### Cell outlines without signal wires, run 1

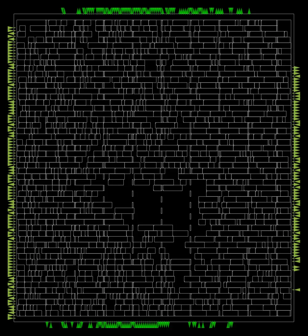
### M1 wires, run 1

Scale bar: 50 um.
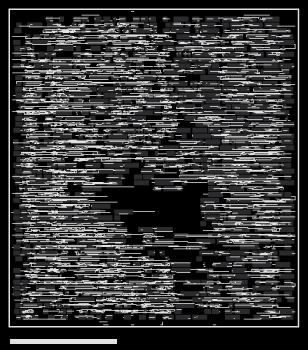
### M3 wires, run 1

Scale bar: 50 um.
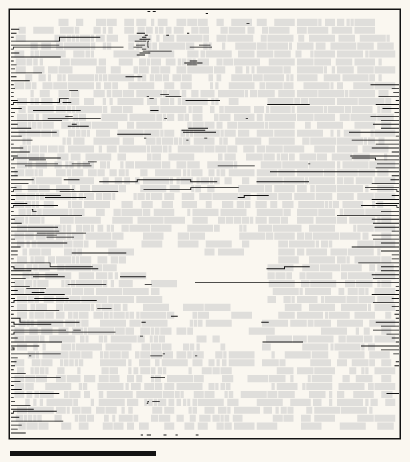
<file path="src/rtl/cpu_pkg.sv">
// Definitions shared by the CPU core and the memory arbiter: FSM state encoding,
// requester port indices and default memory timing.
package cpu_pkg;

  typedef enum logic [1:0] {
    ST_IDLE  = 2'd0,
    ST_ISSUE = 2'd1,
    ST_WAIT  = 2'd2,
    ST_DONE  = 2'd3
  } state_t;

  localparam logic P_CPU = 1'b0;
  localparam logic P_LDR = 1'b1;

  localparam int MEM_LAT_DEF = 1;
  localparam int DATA_W      = 32;

endpackage

</file>
<file path="src/rtl/mem_arbiter_if.sv">
// Bus bundle around the memory arbiter: two requester ports plus the memory port.
// The slave modport is the arbiter's view; master is the environment's view.
interface mem_arbiter_if
  import cpu_pkg::*;
#(
  parameter int AW = 32
);

  logic              cpu_req;
  logic              cpu_we;
  logic [AW-1:0]     cpu_addr;
  logic [DATA_W-1:0] cpu_wdata;
  logic [3:0]        cpu_wmask;
  logic [DATA_W-1:0] cpu_rdata;
  logic              cpu_ready;

  logic              ldr_req;
  logic              ldr_we;
  logic [AW-1:0]     ldr_addr;
  logic [DATA_W-1:0] ldr_wdata;
  logic [3:0]        ldr_wmask;
  logic [DATA_W-1:0] ldr_rdata;
  logic              ldr_ready;

  logic [AW-1:0]     mem_addr;
  logic [DATA_W-1:0] mem_wdata;
  logic [3:0]        mem_wmask;
  logic              mem_rstrb;
  logic [DATA_W-1:0] mem_rdata;

  logic [1:0]        grant;
  logic              busy;

  modport slave (
    input  cpu_req, cpu_we, cpu_addr, cpu_wdata, cpu_wmask,
    output cpu_rdata, cpu_ready,
    input  ldr_req, ldr_we, ldr_addr, ldr_wdata, ldr_wmask,
    output ldr_rdata, ldr_ready,
    output mem_addr, mem_wdata, mem_wmask, mem_rstrb,
    input  mem_rdata,
    output grant, busy
  );

  modport master (
    output cpu_req, cpu_we, cpu_addr, cpu_wdata, cpu_wmask,
    input  cpu_rdata, cpu_ready,
    output ldr_req, ldr_we, ldr_addr, ldr_wdata, ldr_wmask,
    input  ldr_rdata, ldr_ready,
    input  mem_addr, mem_wdata, mem_wmask, mem_rstrb,
    output mem_rdata,
    input  grant, busy
  );

endinterface

</file>
<file path="src/rtl/rr_arb2.sv">
// Two-way round-robin pick: a lone requester always wins; on a tie the port
// that did not win last time is chosen. Purely combinational, one-hot result.
module rr_arb2
  import cpu_pkg::*;
(
  input  logic [1:0] req,
  input  logic       last_grant,
  output logic [1:0] gnt
);

  always_comb begin
    gnt = 2'b00;
    case (req)
      2'b01:   gnt = 2'b01;
      2'b10:   gnt = 2'b10;
      2'b11:   gnt = (last_grant == P_LDR) ? 2'b01 : 2'b10;
      default: gnt = 2'b00;
    endcase
  end

endmodule

</file>
<file path="src/rtl/mem_arbiter.sv">
// Shares the single progmem port between the CPU and the loader. Each access
// runs IDLE -> ISSUE -> (WAIT) -> DONE with exactly one transaction in flight.
module mem_arbiter
  import cpu_pkg::*;
#(
  parameter int MEM_LAT = MEM_LAT_DEF,
  parameter int AW      = 32
)(
  input  logic          clk,
  input  logic          rst,
  mem_arbiter_if.slave  bus
);

  localparam logic [2:0] LAT_M1 = 3'(MEM_LAT - 1);

  state_t            state_q, state_d;
  logic [2:0]        cnt_q, cnt_d;
  logic              take;
  logic [1:0]        gnt;
  logic              pick_ldr;

  logic              owner_q;
  logic              last_grant_q;
  logic [1:0]        grant_q;
  logic              we_q;
  logic [AW-1:0]     addr_q;
  logic [DATA_W-1:0] wdata_q;
  logic [3:0]        wmask_q;
  logic [DATA_W-1:0] cpu_rdata_q, ldr_rdata_q;

  logic              cpu_ready_c, ldr_ready_c;
  logic [DATA_W-1:0] done_data;

  rr_arb2 u_rr (
    .req        ({bus.ldr_req, bus.cpu_req}),
    .last_grant (last_grant_q),
    .gnt        (gnt)
  );

  assign pick_ldr = gnt[1];

  always_comb begin
    state_d = state_q;
    cnt_d   = cnt_q;
    take    = 1'b0;
    case (state_q)
      ST_IDLE: begin
        if (|gnt) begin
          take    = 1'b1;
          state_d = ST_ISSUE;
        end
      end
      ST_ISSUE: begin
        cnt_d   = LAT_M1;
        state_d = (MEM_LAT == 1) ? ST_DONE : ST_WAIT;
      end
      ST_WAIT: begin
        if (cnt_q == 3'd1) state_d = ST_DONE;
        else               cnt_d   = cnt_q - 3'd1;
      end
      ST_DONE: state_d = ST_IDLE;
      default: state_d = ST_IDLE;
    endcase
  end

  // Strobes and ready are decoded from registered state so an asynchronous
  // reset removes them at once, without waiting for a clock edge.
  assign cpu_ready_c = (state_q == ST_DONE) && (owner_q == P_CPU);
  assign ldr_ready_c = (state_q == ST_DONE) && (owner_q == P_LDR);
  assign done_data   = we_q ? '0 : bus.mem_rdata;

  assign bus.busy      = (state_q != ST_IDLE);
  assign bus.grant     = grant_q;
  assign bus.mem_addr  = addr_q;
  assign bus.mem_wdata = wdata_q;
  assign bus.mem_rstrb = (state_q == ST_ISSUE) && !we_q;
  assign bus.mem_wmask = ((state_q == ST_ISSUE) && we_q) ? wmask_q : 4'b0000;
  assign bus.cpu_ready = cpu_ready_c;
  assign bus.ldr_ready = ldr_ready_c;
  // Read data passes straight through during DONE and is held afterwards.
  assign bus.cpu_rdata = cpu_ready_c ? done_data : cpu_rdata_q;
  assign bus.ldr_rdata = ldr_ready_c ? done_data : ldr_rdata_q;

  always_ff @(posedge clk or negedge rst) begin
    if (!rst) begin
      state_q      <= ST_IDLE;
      cnt_q        <= 3'd0;
      owner_q      <= P_CPU;
      last_grant_q <= P_LDR;
      grant_q      <= 2'b00;
      we_q         <= 1'b0;
      addr_q       <= '0;
      wdata_q      <= '0;
      wmask_q      <= 4'b0000;
      cpu_rdata_q  <= '0;
      ldr_rdata_q  <= '0;
    end else begin
      state_q <= state_d;
      cnt_q   <= cnt_d;
      if (take) begin
        owner_q      <= pick_ldr;
        last_grant_q <= pick_ldr;
        grant_q      <= gnt;
        we_q         <= pick_ldr ? bus.ldr_we    : bus.cpu_we;
        addr_q       <= pick_ldr ? bus.ldr_addr  : bus.cpu_addr;
        wdata_q      <= pick_ldr ? bus.ldr_wdata : bus.cpu_wdata;
        wmask_q      <= pick_ldr ? bus.ldr_wmask : bus.cpu_wmask;
      end else if (state_q == ST_DONE) begin
        grant_q <= 2'b00;
      end
      if (cpu_ready_c) cpu_rdata_q <= done_data;
      if (ldr_ready_c) ldr_rdata_q <= done_data;
    end
  end

endmodule

</file>
<file path="src/flat_wrapper.sv">
// flat-port wrapper written by rule: the top's interface ports become plain ports
module mem_arbiter_flat import cpu_pkg::*;
#(
  parameter int MEM_LAT = MEM_LAT_DEF,
  parameter int AW      = 32
)
  (clk, rst, bus_cpu_req, bus_cpu_we, bus_cpu_addr, bus_cpu_wdata, bus_cpu_wmask, bus_cpu_rdata, bus_cpu_ready, bus_ldr_req, bus_ldr_we, bus_ldr_addr, bus_ldr_wdata, bus_ldr_wmask, bus_ldr_rdata, bus_ldr_ready, bus_mem_addr, bus_mem_wdata, bus_mem_wmask, bus_mem_rstrb, bus_mem_rdata, bus_grant, bus_busy);
  mem_arbiter_if #(.AW(AW)) bus_i ();
  input  logic clk;
  input  logic rst;
  input wire logic [$bits(bus_i.cpu_req)-1:0] bus_cpu_req;
  input wire logic [$bits(bus_i.cpu_we)-1:0] bus_cpu_we;
  input wire logic [$bits(bus_i.cpu_addr)-1:0] bus_cpu_addr;
  input wire logic [$bits(bus_i.cpu_wdata)-1:0] bus_cpu_wdata;
  input wire logic [$bits(bus_i.cpu_wmask)-1:0] bus_cpu_wmask;
  output wire logic [$bits(bus_i.cpu_rdata)-1:0] bus_cpu_rdata;
  output wire logic [$bits(bus_i.cpu_ready)-1:0] bus_cpu_ready;
  input wire logic [$bits(bus_i.ldr_req)-1:0] bus_ldr_req;
  input wire logic [$bits(bus_i.ldr_we)-1:0] bus_ldr_we;
  input wire logic [$bits(bus_i.ldr_addr)-1:0] bus_ldr_addr;
  input wire logic [$bits(bus_i.ldr_wdata)-1:0] bus_ldr_wdata;
  input wire logic [$bits(bus_i.ldr_wmask)-1:0] bus_ldr_wmask;
  output wire logic [$bits(bus_i.ldr_rdata)-1:0] bus_ldr_rdata;
  output wire logic [$bits(bus_i.ldr_ready)-1:0] bus_ldr_ready;
  output wire logic [$bits(bus_i.mem_addr)-1:0] bus_mem_addr;
  output wire logic [$bits(bus_i.mem_wdata)-1:0] bus_mem_wdata;
  output wire logic [$bits(bus_i.mem_wmask)-1:0] bus_mem_wmask;
  output wire logic [$bits(bus_i.mem_rstrb)-1:0] bus_mem_rstrb;
  input wire logic [$bits(bus_i.mem_rdata)-1:0] bus_mem_rdata;
  output wire logic [$bits(bus_i.grant)-1:0] bus_grant;
  output wire logic [$bits(bus_i.busy)-1:0] bus_busy;
  assign bus_i.cpu_req = bus_cpu_req;
  assign bus_i.cpu_we = bus_cpu_we;
  assign bus_i.cpu_addr = bus_cpu_addr;
  assign bus_i.cpu_wdata = bus_cpu_wdata;
  assign bus_i.cpu_wmask = bus_cpu_wmask;
  assign bus_cpu_rdata = bus_i.cpu_rdata;
  assign bus_cpu_ready = bus_i.cpu_ready;
  assign bus_i.ldr_req = bus_ldr_req;
  assign bus_i.ldr_we = bus_ldr_we;
  assign bus_i.ldr_addr = bus_ldr_addr;
  assign bus_i.ldr_wdata = bus_ldr_wdata;
  assign bus_i.ldr_wmask = bus_ldr_wmask;
  assign bus_ldr_rdata = bus_i.ldr_rdata;
  assign bus_ldr_ready = bus_i.ldr_ready;
  assign bus_mem_addr = bus_i.mem_addr;
  assign bus_mem_wdata = bus_i.mem_wdata;
  assign bus_mem_wmask = bus_i.mem_wmask;
  assign bus_mem_rstrb = bus_i.mem_rstrb;
  assign bus_i.mem_rdata = bus_mem_rdata;
  assign bus_grant = bus_i.grant;
  assign bus_busy = bus_i.busy;
  mem_arbiter #(.MEM_LAT(MEM_LAT), .AW(AW)) u_core (.clk(clk), .rst(rst), .bus(bus_i));
endmodule
</file>
<file path="config.mk">
export PLATFORM = sky130hd
export DESIGN_NAME = mem_arbiter_flat
export DESIGN_NICKNAME = d
export VERILOG_FILES = /design/src/rtl/cpu_pkg.sv /design/src/rtl/mem_arbiter_if.sv /design/src/rtl/rr_arb2.sv /design/src/rtl/mem_arbiter.sv /design/src/flat_wrapper.sv
export SDC_FILE = /design/constraint.sdc
export NUM_CORES = 1
export LEC_CHECK = 0
export CORE_ASPECT_RATIO = 1.1
export CORE_MARGIN = 1
export CORE_UTILIZATION = 39
export DETAILED_ROUTE_END_ITERATION = 16
export PLACE_DENSITY_LB_ADDON = 0.25
export SKIP_CTS_REPAIR_TIMING = 1
export SLEW_MARGIN = 40
export SYNTH_ARGS = -nofsm -noshare
export SYNTH_HDL_FRONTEND = slang
export SYNTH_SLANG_ARGS = --single-unit
</file>
<file path="constraint.sdc">
create_clock -name clk -period 1.8 [get_ports clk]
set_input_delay 0.45 -clock clk [delete_from_list [all_inputs] [get_ports clk]]
set_output_delay 0.45 -clock clk [all_outputs]
set_load 0.05 [all_outputs]
</file>
==> ci_impl_report.md, run 1 <==
### Flow metrics

| Metric | Value |
|---|---|
| Clock power share | `0.115` |
| CP Max Fanout | `16` |
| Seq share, synth | `0.477` |
| Remaining Overflow, GRT | `0` |
| Worst r2r dst | `u_core.bus.mem_addr[23]$_DFFE_PN0N_` |
| Largest net degree at the start of global routing | `88` |
| Main synth FF type | `dfrtp_1` |
| Comb pwr share | `0.695` |
| Most common cell in the netlist | `dfrtp_1` |
| Leak | `5.88 nW` |
| Sequential power share | `0.190` |
| Final WS setup | `-0.441 ns` |
| Synth Register Bits | `142` |
| Max Root-Sink Buffers | `2` |
| R2R cell count | `10` |
| GP Congestion | `0.766` |
| Total Power | `0.0302 W` |
| I/O pins | `312` |
| Slew Viols, Final | `0` |
| Drt drc | `0` |
| CTS root buf | `clkbuf_16` |
| TritonCTS Buffers | `17` |
| Outcome | `finished with violations` |
| Dpl hpwl | `17.2 mm` |
| Net Count, Synth | `1012` |
| Sink Count | `142` |
| R2R Path Start | `u_core.state_q[0]$_DFFE_PN0P_` |
| Failing checks | `negative setup slack` |
| Top-area cell type share of the netlist area | `0.473` |
| Area after detailed placement | `0.0122 mm2` |
| RSZ-0062 raised after global routing | `yes` |
| First-pass GRT wire length | `37.7 mm` |
| Synthesized netlist cell count | `832` |
| EDFF count, synth | `0` |
| Vias in the first global route | `7355` |
| Initial antenna violation count | `0` |
| Worst hold start | `bus_cpu_req` |
| H-tree Lvls | `4` |
| Tool warnings | `32` |
| Clk Latency, worst-skew pair | `0.42 ns` |
| Die area | `0.0197 mm2` |
| First-pass DRT Iterations | `6` |
| End of the critical path | `bus_cpu_rdata[27]` |
| Finish-stage setup viols | `142` |
| Hold path cells | `3` |
| Switch share | `0.474` |
| DR WL/cell | `19.1 um` |
| Tmin final | `2.24 ns` |
| YS chip area | `0.00746 mm2` |
| Pre-Place Util | `0.402` |
-- 'Cell outlines without signal wires' (at the start) --
flop share of the area: 0.256
core area: 0.0185 mm2
registers: 142

-- 'M1 wires' (at the start) --
wire length on this layer: 11100 um
share of all routed wire: 40%
nets with wire on the layer: 1167

-- 'M3 wires' (at the start) --
longest straight run: 69.8 um
share of all routed wire: 7.2%

[run 1: registers in the layout, summed over array words and instances (netlist names)]
register              flops
u_core.state_q            2
u_core.last_grant_q       1
u_core.bus.grant          2
u_core.bus.mem_addr      32
u_core.ldr_rdata_q       32
u_core.cnt_q              3
u_core.owner_q            1
u_core.cpu_rdata_q       32
u_core.bus.mem_wdata     32
u_core.wmask_q            4
u_core.we_q               1
[run 1: logic make-up after synthesis]
logic type               count (synthesis)  synth area share
multiplexers                             5           0.00704
AND/OR/NAND/NOR                        319             0.200
buffers and inverters                   84            0.0592
adder cells (fa/ha/maj)                  6            0.0101
AND-OR/OR-AND                          276             0.247
flip-flops                             142             0.477
[run 1: cell usage in the layout (no fill, tap or decap), drive strengths merged]
cell	Yosys	layout
a22oi	1	1
dlygate4sd3	0	1
a21boi	1	1
dfstp	1	1
o221a	68	68
nand3b	2	4
a31oi	4	4
buf	31	217
o21ai	64	64
o22a	3	3
and2	1	1
nand2b	37	37
clkbuf	42	34
a22o	1	1
nor2b	67	67
clkinvlp	0	2
dfrtp	141	141
inv	11	15
ha	6	6
mux2	2	2
o32ai	1	1
clkinv	0	6
mux2i	3	3
and3	4	4
nand2	72	72
nor2	136	136
bufinv	0	1
o21ba	1	1
clkdlybuf4s50	0	170
a21oi	132	132
[run 1: per-layer routing]
layer / vias to the layer above / wire length [um] / GRT usage
li1: 3609 / - / -
met1: 3765 / 11100 / 0.293
met2: 319 / 13800 / 0.410
met3: 49 / 1990 / 0.0721
met4: 0 / 624 / 0.0898
met5: - / 0 / 0
[run 1: layout make-up]
type	instances	area, um2	share of cell area
clock buffers	19	453	0.0326
clock inverters	13	129	0.00929
inverters	11	46.3	0.00334
multi-input cells	608	4470	0.322
flip-flops and latches	142	3550	0.256
well taps	243	304	0.0219
repair buffers	403	4920	0.354
[run 1: power by group through the flow]
| stage | clock (W) | combinational, W | sequential (W) |
|---|---|---|---|
| after floorplan | 0 | 0.00934 | 0.00809 |
| after global placement | 0 | 0.0187 | 0.00565 |
| after detailed placement | 0 | 0.0191 | 0.00567 |
| after CTS | 0.00352 | 0.0191 | 0.00568 |
| after global routing | 0.00367 | 0.0220 | 0.00590 |
| final | 0.00347 | 0.0210 | 0.00573 |
[run 1: metrics by stage]
step / TNS (ns) / util / instances
2_1_floorplan: -1.96 / - / 832
3_3_place_gp: -3.10 / 0.657 / 1359
3_5_place_dp: -3.93 / 0.657 / 1359
4_1_cts: -31.35 / 0.688 / 1391
5_1_grt: -40.64 / 0.749 / 1439
6_report: -33.85 / 0.749 / 1439
[run 1: worst max-delay path, stage by stage, from the launching register on]
cell and delay (ns):
dfrtp_1 0.40, ha_4 0.19, nand2b_4 0.13, buf_12 0.18, buf_12 0.13, o21ai_4 0.17, buf_12 0.16
### The metal 2 layer, run 1

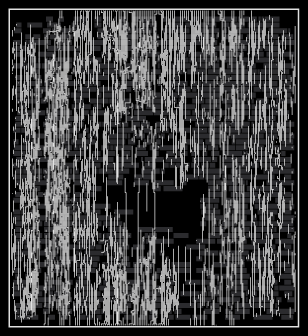

==> run 2: changes to the inputs <==
Settings changed: CORE_MARGIN 1 to 5.
### The metal 2 layer, run 2

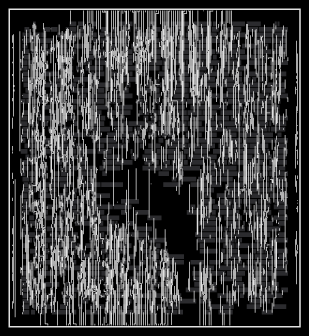
nets with wire on the layer: 1177
longest straight run: 67.5 um
wire length on this layer: 13900 um
main direction: vertical

### M1 wires, run 2

Scale bar: 50 um.
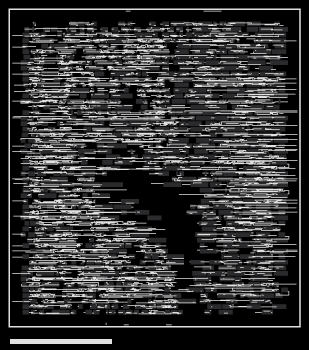
share of all routed wire: 40%
main direction: horizontal
nets with wire on the layer: 1164
wire length on this layer: 11300 um
longest straight run: 55.2 um

==> ci_impl_report.md, run 2 <==
### Flow metrics

| Metric | Value |
|---|---|
| Final WS setup | `-0.406 ns (was -0.441 ns)` |
| Slowest cell on crit path | `dfrtp_1 (unchanged)` |
| Finish-stage setup viols | `140 (was 142)` |
| Core area | `0.0190 mm2 (was 0.0185 mm2)` |
| Main logic family | `AND-OR/OR-AND gates (unchanged)` |
| GP Congestion | `0.814 (was 0.766)` |
| Top cell by count, worst path | `buf_12 (unchanged)` |
| CP Max Fanout | `15 (was 16)` |
| CTS root buf | `clkbuf_16 (unchanged)` |
| H-tree Lvls | `4 (unchanged)` |
| Layout Cells excl Fill | `1430 (was 1439)` |
| Most numerous logic cell after layout | `clkdlybuf4s50_1 (unchanged)` |
| DR WL/cell | `19.6 um (was 19.1 um)` |
| Drt drc | `0 (unchanged)` |
| Net Count, Synth | `1012 (unchanged)` |
| Vias in the first global route | `7457 (was 7355)` |
| Outcome | `finished with violations (unchanged)` |
| Initial antenna violation count | `0 (unchanged)` |
| Slew Viols, Final | `0 (unchanged)` |
| Leak | `5.78 nW (was 5.88 nW)` |
| Seq share, synth | `0.477 (unchanged)` |
| Critical path's top delay family | `flip-flops (was buffers and inverters)` |
| Main synth FF type | `dfrtp_1 (unchanged)` |
| Failing checks | `negative setup slack (unchanged)` |
| RSZ-0062 raised after global routing | `yes (unchanged)` |
| Top-area cell type share of the netlist area | `0.473 (unchanged)` |
| Pre-Place Util | `0.393 (was 0.402)` |
| Aoi share | `0.247 (unchanged)` |
| Tmin final | `2.21 ns (was 2.24 ns)` |
| Die area | `0.0220 mm2 (was 0.0197 mm2)` |
| Clk Latency, worst-skew pair | `0.42 ns (about the same)` |
| Tool warnings | `34 (was 32)` |
| YS chip area | `0.00746 mm2 (unchanged)` |
| Dpl cells | `1362 (was 1359)` |
| Most common cell in the netlist | `dfrtp_1 (unchanged)` |
| Synthesized netlist cell count | `832 (unchanged)` |
| Remaining Overflow, GRT | `0 (unchanged)` |
| MUX share of area | `0.00704 (unchanged)` |
| Dpl hpwl | `18.4 mm (was 17.2 mm)` |
| Critical path buffers and inverters | `2 (was 3)` |
| Sink Count | `142 (unchanged)` |
| First-pass GRT wire length | `39.8 mm (was 37.7 mm)` |
| Worst-path cell chain | `ha_4 > nand2_8 > buf_12 > nand2_1 > o21ai_4 > buf_12 (was ha_4 > nand2b_4 > buf_12 > buf_12 > o21ai_4 > buf_12)` |
| First-pass DRT Iterations | `7 (was 6)` |
| Final core occ | `0.724 (was 0.749)` |
==> run 2: kinds of logic (layout without fill, tap and decap cells) <==
group,after synthesis,in the layout
AND/OR/NAND/NOR,319,320
buffers and inverters,84,434
multiplexers,5,5
adder cells (fa/ha/maj),6,6
AND-OR/OR-AND,276,276
flip-flops,142,142
==> run 2: per-layer routing <==
metal  vias up  routed length, um  track usage
li1       3584                  -            -
met1      3674              11300        0.287
met2       299              13900        0.369
met3        39               2120       0.0664
met4         0                645       0.0727
met5         -                  0            0
==> run 2: final timing paths <==
path                                                      start                                  end  depth (start not counted)
worst max-delay path              u_core.state_q[1]$_DFFE_PN0P_                     bus_ldr_rdata[1]                          6
worst min-delay path                                bus_ldr_req      u_core.last_grant_q$_DFFE_PN1N_                          3
worst max register to register    u_core.state_q[0]$_DFFE_PN0P_  u_core.bus.mem_addr[22]$_DFFE_PN0N_                         10
worst min register to register  u_core.ldr_rdata_q[2]$_DFF_PN0_      u_core.ldr_rdata_q[2]$_DFF_PN0_                          2
max in group asynchronous                                   rst   u_core.bus.mem_addr[3]$_DFFE_PN0N_                          3
min in group asynchronous                                   rst      u_core.ldr_rdata_q[8]$_DFF_PN0_                          2
==> run 2: area by class of cell <==
cell class / instances / area, um2 / share of cell area
clock buffer: 22 / 484 / 0.0352
clock inverter: 9 / 133 / 0.00965
inverter: 11 / 46.3 / 0.00337
multi-input combinational: 607 / 4430 / 0.323
sequential: 142 / 3550 / 0.259
tap: 247 / 309 / 0.0225
timing repair buffer: 392 / 4780 / 0.348
==> run 2: report_power, final <==
group          total (W)  internal, W  leakage (nW)  switching, W
logic             0.0208      0.00899          3.68        0.0118
clock network    0.00373      0.00232         0.299       0.00141
registers        0.00577      0.00473          1.80       0.00104
==> run 2: worst register-to-register path: stages, from the launching register on <==
cell	delay, ns
dfrtp_1	0.40
buf_4	0.14
buf_4	0.14
inv_4	0.06
ha_4	0.16
buf_8	0.13
buf_8	0.10
nand3b_4	0.13
buf_12	0.19
clkbuf_16	0.17
o221a_1	0.24
==> run 2: through the flow <==
step	setup TNS, ns	power [W]	cell area, um2	hold WS, ns
final	-33.13	0.0303	13700	0.425
after CTS	-30.66	0.0287	12800	-0.104
after global placement	-3.47	0.0245	12200	0.342
after detailed placement	-4.66	0.0249	12200	0.345
after floorplan	-1.96	0.0174	8170	0.154
after global routing	-42.29	0.0317	13700	0.457
### M3 wires, run 2

Scale bar: 50 um.
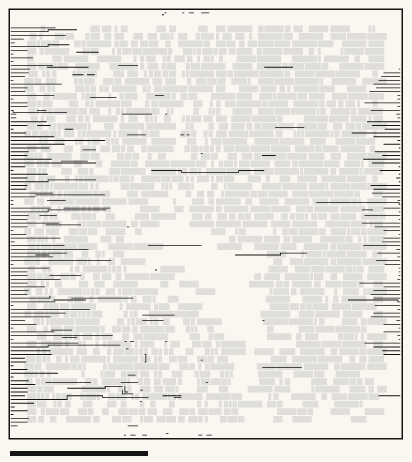

==> run 3: changes to the inputs <==
Settings changed: CORE_MARGIN 5 to 4.
### M3 wires, run 3

Scale bar: 50 um.
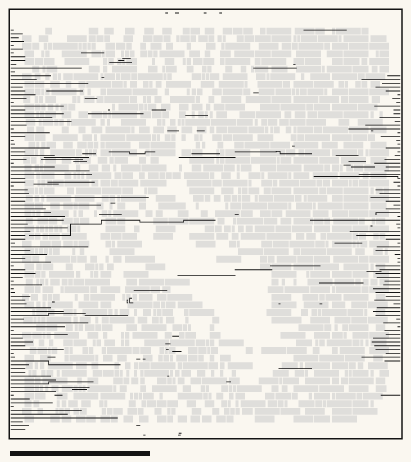
met3 usage: 0.0791
final WL: 29.5 mm
routed vias: 7854

### The metal 2 layer, run 3

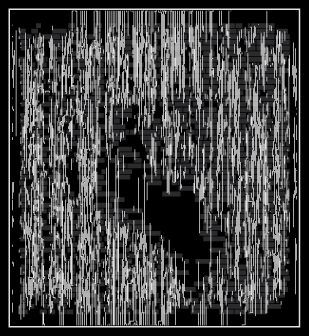
met2 Usage GRT: 0.385

==> ci_impl_report.md, run 3 <==
### Flow metrics

| Metric | Value |
|---|---|
| Most numerous logic cell after layout | `clkdlybuf4s50_1 (unchanged)` |
| First-pass GRT wire length | `40.2 mm (was 39.8 mm)` |
| Top-area cell type share of the netlist area | `0.473 (unchanged)` |
| Comb area | `0.00440 mm2 (was 0.00443 mm2)` |
| Most common cell in the netlist | `dfrtp_1 (unchanged)` |
| Final WS setup | `-0.482 ns (was -0.406 ns)` |
| I/O pins | `312 (unchanged)` |
| Die area | `0.0214 mm2 (was 0.0220 mm2)` |
| Slew Viols, Final | `0 (unchanged)` |
| Core area | `0.0186 mm2 (was 0.0190 mm2)` |
| Finish-stage setup viols | `136 (was 140)` |
| Dpl hpwl | `18.4 mm (about the same)` |
| Failing checks | `negative setup slack (unchanged)` |
| TritonCTS Buffers | `17 (unchanged)` |
| YS chip area | `0.00746 mm2 (unchanged)` |
| Outcome | `finished with violations (unchanged)` |
| Seq share, synth | `0.477 (unchanged)` |
| Max Root-Sink Buffers | `2 (unchanged)` |
| Largest net degree at the start of global routing | `72 (was 113)` |
| First-pass DRT Iterations | `4 (was 7)` |
| Clk Latency, worst-skew pair | `0.42 ns (about the same)` |
| Top cells excl fill/tap | `clkdlybuf4s50_1 (170), dfrtp_1 (140), nor2_1 (135), a21oi_1 (131), buf_4 (118) (was clkdlybuf4s50_1 (170), dfrtp_1 (141), nor2_1 (136), a21oi_1 (131), buf_4 (105))` |
| Leak | `5.95 nW (was 5.78 nW)` |
| DR WL/cell | `20.2 um (was 19.6 um)` |
| Tmin final | `2.28 ns (was 2.21 ns)` |
| Drt drc | `0 (unchanged)` |
-- run 3: cell types whose count changed in the layout (fill, tap and decap cells not counted), sizes merged --
cell and delta:
bufinv -1, nand2 +1, buf +25, nand2b -1, nand3b +2, clkbuf +4
-- run 3: worst paths after layout --
check | startpoint | end | slack [ns] | depth (start not counted)
max in group asynchronous | rst | u_core.cpu_rdata_q[13]$_DFF_PN0_ | 0.71 | 3
min in group asynchronous | rst | u_core.ldr_rdata_q[8]$_DFF_PN0_ | 0.52 | 2
worst min-delay path | u_core.cpu_rdata_q[12]$_DFF_PN0_ | u_core.cpu_rdata_q[12]$_DFF_PN0_ | 0.50 | 2
worst max register to register | u_core.state_q[1]$_DFFE_PN0P_ | u_core.bus.mem_wdata[3]$_DFFE_PN0N_ | -0.12 | 8
worst max-delay path | u_core.state_q[1]$_DFFE_PN0P_ | bus_cpu_rdata[14] | -0.48 | 6
worst min register to register | u_core.cpu_rdata_q[12]$_DFF_PN0_ | u_core.cpu_rdata_q[12]$_DFF_PN0_ | 0.50 | 2
-- run 3: logic make-up (layout without fill, tap and decap cells) --
kind of cell	count (synthesis)	in the layout	synth area share
AND/OR/NAND/NOR	319	322	0.200
multiplexers	5	5	0.00704
AND-OR/OR-AND	276	276	0.247
buffers and inverters	84	462	0.0592
flip-flops	142	142	0.477
adder cells (fa/ha/maj)	6	6	0.0101
-- run 3: layout make-up --
| cell class | count | share of cell area |
|---|---|---|
| Timing Repair Buffer | 420 | 0.363 |
| Multi-Input combinational cell | 609 | 0.315 |
| Sequential cell | 142 | 0.254 |
| Clock buffer | 23 | 0.0349 |
| Tap cell | 243 | 0.0218 |
| Clock inverter | 8 | 0.00761 |
| Inverter | 11 | 0.00313 |
-- run 3: where the power goes --
group          total [W]  switching [W]  internal, W  leakage [nW]
logic             0.0215         0.0121      0.00941          3.87
clock network    0.00357        0.00138      0.00219         0.286
registers        0.00575        0.00101      0.00474          1.80
-- run 3: routing by layer --
| layer | share of wire | track usage |
|---|---|---|
| met1 | 0.40 | 0.284 |
| met2 | 0.51 | 0.385 |
| met3 | 0.073 | 0.0791 |
| met4 | 0.022 | 0.0688 |
| met5 | 0 | 0 |
-- run 3: critical path, stage by stage (launching register included) --
cell	delay [ns]
dfrtp_1	0.41
ha_4	0.24
nand2b_4	0.09
buf_6	0.14
clkbuf_16	0.17
o21ai_4	0.18
buf_12	0.16
-- run 3: per-stage QoR --
step                      power [W]  hold WS (ns)  std cells  utilization  instance area, um2
after floorplan              0.0174         0.154        832            -                8170
after global placement       0.0245         0.391       1368        0.659               12300
after detailed placement     0.0249         0.397       1368        0.659               12300
after CTS                    0.0286       -0.0537       1399        0.691               12900
after global routing         0.0322         0.528       1456        0.751               14000
final                        0.0308         0.503       1456        0.751               14000

==> gallery <==
Register map, names as in the netlist.
picture 1
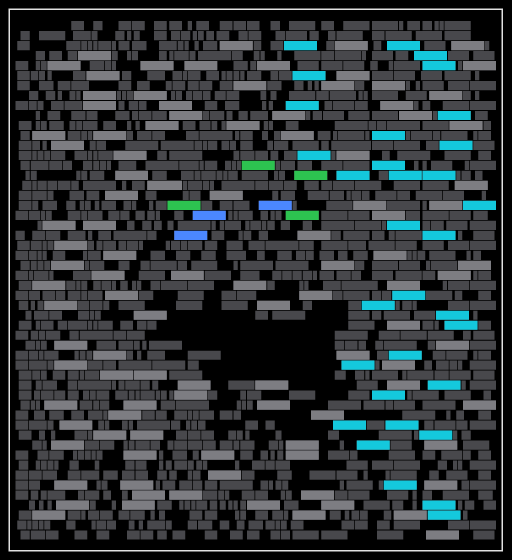
picture 2
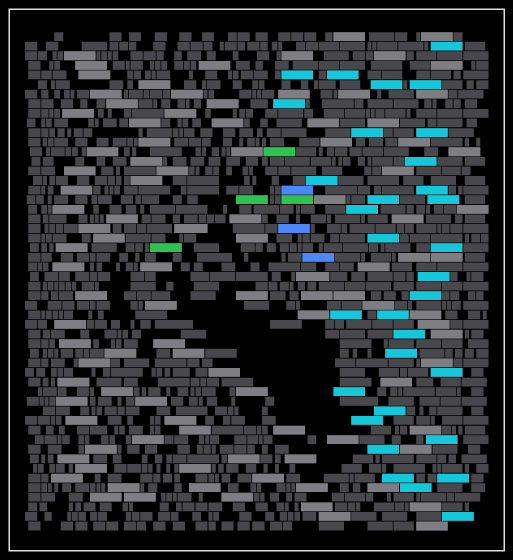
- run 1 = picture 1
- run 3 = picture 2

Power is estimated from default activity; no workload was simulated.
